==> config.mk <==
export PLATFORM = sky130hd
export DESIGN_NAME = move_entry_ctrl
export DESIGN_NICKNAME = d
export VERILOG_FILES = /design/src/rtl/move_entry_ctrl.sv
export SDC_FILE = /design/constraint.sdc
export NUM_CORES = 1
export LEC_CHECK = 0
export ABC_AREA = 1
export CORE_ASPECT_RATIO = 1.25
export CORE_UTILIZATION = 30
export DETAILED_ROUTE_END_ITERATION = 6
export GPL_ROUTABILITY_DRIVEN = 0
export PLACE_DENSITY_LB_ADDON = 0.1
export SYNTH_ARGS = -nofsm -noshare
export SYNTH_HDL_FRONTEND = slang
export SYNTH_SLANG_ARGS = --single-unit
==> constraint.sdc <==
create_clock -name clk -period 2 [get_ports clk]
set_input_delay 0.6 -clock clk [delete_from_list [all_inputs] [get_ports clk]]
set_output_delay 0.6 -clock clk [all_outputs]
set_load 0.005 [all_outputs]
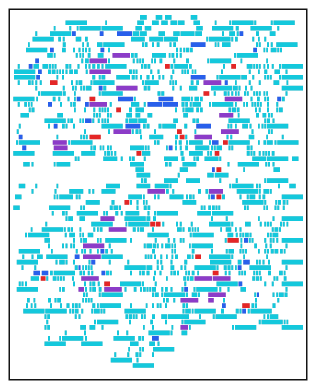
*Cells by drive strength, run 1*
Drawn at 2 px/um.
| colour | size | cells | share |
|---|---|---|---|
| purple | x6 and larger | 28 | 2.4% |
| cyan | x1 and smaller | 1,061 | 91% |
| red | x3 and x4 | 23 | 2.0% |
| blue | x2 | 49 | 4.2% |
Layout area overhead: 22.3%
Setup WS post-layout: 0.0600 ns
bufs w/o clock: 45

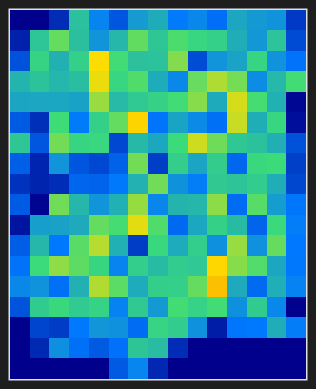
*Placement density heat map, run 1*
Drawn at 2 px/um. 15 x 18 tiles, from dark blue (low) to red (high), 0 to 100% covered.
densest ninth of the die: north
fullest tile: 78%
mean over tiles: 34%
nearly empty tiles: 9.3%
tiles over 75% full: 1.1%
Pre-Place Util: 30.7%
Final Util: 37.5%
core area: 26,100 sq um

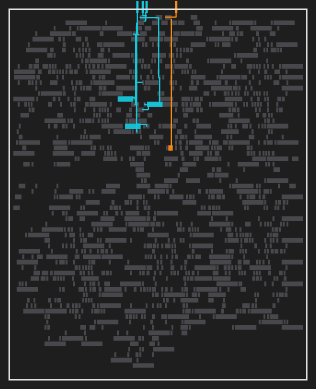
*Nets reached from selected ports, run 1*
Drawn at 2 px/um.
| colour | port | bits | direction | end cells | wire |
|---|---|---|---|---|---|
| orange | move_ready | 1 | input | 1 | 73.5 um |
| cyan | file | 3 | output | 3 | 198 um |
Buffers on Ports: 27
I/O pin count: 28

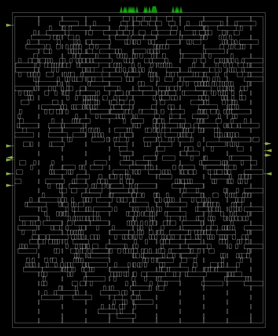
*Placed standard cells, run 1*
# fillers: 2,792
tap cells: 340
# rows: 66

==> ci_impl_report.md, run 1 <==
### Yosys + OpenROAD results

| Metric | Value |
|---|---|
| Outcome | finished clean |
| Hold WS | 0.389 ns |
| Drt drc | 0 |
| Largest class | registers |
| CTS tree | yes |
| Post-route ant nets | 0 |
| Final non-filler cell total | 1,501 |
| Fin nets | 1,171 |
| Top Metal Used | met4 |
| Seq cells | 147 |
| Comb gate area | 3900 sq um |
| Int Power | 5.43 mW |
| Setup TNS | 0 ns |
| Net Sw Frac | 23.2% |
| Count of library flops with an enable pin | approximately 100 |
| WP buf/inv | 1 |
| Post-Synth Adder-Cell Area | 2.35% |
| Max IR drop VDD | 592 uV |
| Wire length on met2 | around 8600 um |
| Clock Network Area Fraction | 6.21% |
| Latency at later pin | about 0.43 ns |
| Reg area | 3960 sq um |
| GRT Util Overall | 13.5% |
| Area leader, netlist | edfxtp_1 |
| Yosys warnings | 0 |
| R2R Setup Slk | approximately 0.21 ns |
| Proportion of layout cells with a drive suffix above 1 | under 10% |
| Seq cells post-synth | 147 |
| Ant. Diodes | 0 |
| Largest net degree at the start of global routing | 26 |
| YS chip area | 8000 sq um |
| Routed vias | 6,340 |
| Seq area share | 40.4% |
| Reg power frac | 48.6% |
| Worst Hold Class | reg -> reg |
| Yosys stat cell total | 1,000 |
| Root buf cell | clkbuf_16 |
| Final HPWL from detailed placement | 12,800 um |
| Max Cap Viol | 0 |
| DP Worst Slack | -0.0942 ns |
| Comb power | 0.286 mW |
| Xor+xnor area frac | roughly 4.9% |
| Vias per cell | approximately 4.2 |
| First-pass GRT wire length | 29,200 um |
| Num CTS Buffers | 17 |
| Deepest clock path buffer count | 2 |
| Period Utilization, post-route | a little over nine tenths |
| Ys async rst share | 0% |
| Post-CTS setup buffer count | 0 |
| Worst path required time | 1.40 ns |
| Comb area leader | simple AND/OR/NAND/NOR gates |
| CP endpoint kind | output pin |
| Met3 routed wirelength | 378 um |
| Critical Path AT | 1.34 ns |
| CP max stage delay | 0.53 ns |
| Min Tclk post-route | 1.94 ns |
| Synth Cell Area | 8000 sq um |
| Synth top cells by count | nand2_1 (224), nor2_1 (209), inv_1 (111) |
| Crit-path max FO | 4 |
| Placed insts | approximately 1,500 |
| Highest-power group | sequential cells |
| Count leader, synth | nand2_1 |
| Most frequent cells in the layout | nand2_1 (224), nor2_1 (208), inv_1 (111), edfxtp_1 (100), conb_1 (100) |
| Drt first pass iters | 4 |
| Most frequent logic cell in the layout | nand2_1 |
| Non-CTS inverters | around 110 |
| Met3 usage | 2.87% |
| H-tree levels | 4 |
| DRT met1 WL | between 7000 and 8000 um |
| Length in cells of the worst reg-to-reg path | 9 |
| Yosys aoi share | ~6.0% |
| Crit-path cells | clkdlybuf4s50_1 |
| Iteration-0 DRC Markers | 290 |
| Post-CTS Hold Buffers | 0 |
| Non-clock buffer share | 4.81% |
| Busiest metal layer after global routing | met2 |
| Cell Type Count | 37 |
| CTS sink cnt | 147 |
| Number of global-route vias before repair | 6,251 |
| Seq pwr | 3.43 mW |
| Clock Power Share | between 40% and 50% |
| Delay-heaviest family, CP | buffers and inverters |
| Mapped Cells | 1,000 |
| Max-slew violations | 0 |
| Gr ovfl total | 0 |
| Area share, top type | 37.5% |
| Max reg flops | 100 |
| Post-Place Cell Area | roughly 9200 sq um |
==> run 2: changes to the inputs <==
ABC_AREA = unset   (was 1)
CAP_MARGIN = 40   (was unset)
CELL_PAD_IN_SITES_DETAIL_PLACEMENT = 0   (was unset)
CELL_PAD_IN_SITES_GLOBAL_PLACEMENT = 1   (was unset)
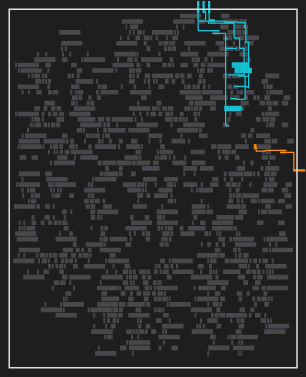
*Nets reached from selected ports, run 2*
Drawn at 2 px/um.
| colour | port | bits | direction | end cells | wire |
|---|---|---|---|---|---|
| orange | move_ready | 1 | input | 1 | 34.7 um |
| cyan | file | 3 | output | 3 | 250 um |

==> ci_impl_report.md, run 2 <==
### Yosys + OpenROAD results

| Metric | Value |
|---|---|
| Top Metal Used | met4 |
| Seq cells | 147 (unchanged) |
| YS chip area | 7470 sq um (-6.6%) |
| Max Cap Viol | 0 (unchanged) |
| GRT Util Overall | 13.6% (+0.099 points) |
| Max reg flops | 100 (unchanged) |
| Crit-path cells | clkdlybuf4s50_1 |
| Seq area share | 41.5% (+1.1 points) |
| Most frequent cells in the layout | nor2_1 (112), edfxtp_1 (100), conb_1 (100), buf_4 (53), xnor2_1 (50) |
| Synth top cells by count | nor2_1 (112), edfxtp_1 (100), xnor2_1 (50) |
| Setup TNS | 0 ns (unchanged) |
| Proportion of layout cells with a drive suffix above 1 | 12.4% (+3.8 points) |
| Comb power | 0.332 mW (+16%) |
| Tap cells | 330 (-2.9%) |
| Post-CTS Hold Buffers | 0 (unchanged) |
| Gr ovfl total | 0 (unchanged) |
| Count leader, synth | nor2_1 |
| Post-Synth Adder-Cell Area | 2.51% (+0.16 points) |
| Drt first pass iters | 5 (+1) |
| Int Power | 5.41 mW (-0.26%) |
| I/O pin count | 28 (unchanged) |
| Largest class | registers |
| Max IR drop VDD | 588 uV (-0.75%) |
| CP max stage delay | 0.52 ns (about the same) |
| Delay-heaviest family, CP | buffers and inverters |
| Wire length on met2 | 8170 um (-5.2%) |
| Yosys warnings | 0 (unchanged) |
| Final Util | 38.9% (+1.4 points) |
| Comb gate area | 3750 sq um (-3.7%) |
| Pre-Place Util | 30.5% (-0.15 points) |
| WP buf/inv | 1 (unchanged) |
| Outcome | finished clean |
| Reg area | 3960 sq um (+0.13%) |
| Worst path required time | 1.40 ns (about the same) |
| Yosys aoi share | 5.49% (-0.47 points) |
| Latency at later pin | 0.43 ns (about the same) |
| CTS sink cnt | 147 (unchanged) |
| Drt drc | 0 (unchanged) |
| Highest-power group | sequential cells |
| Hold WS | 0.381 ns (-0.00754 ns) |
| Non-CTS inverters | 31 (-73%) |
| Count of library flops with an enable pin | 100 (unchanged) |
| Ys async rst share | 0% (unchanged) |
Power figures rest on the tool's default switching activity, not on a simulated workload.
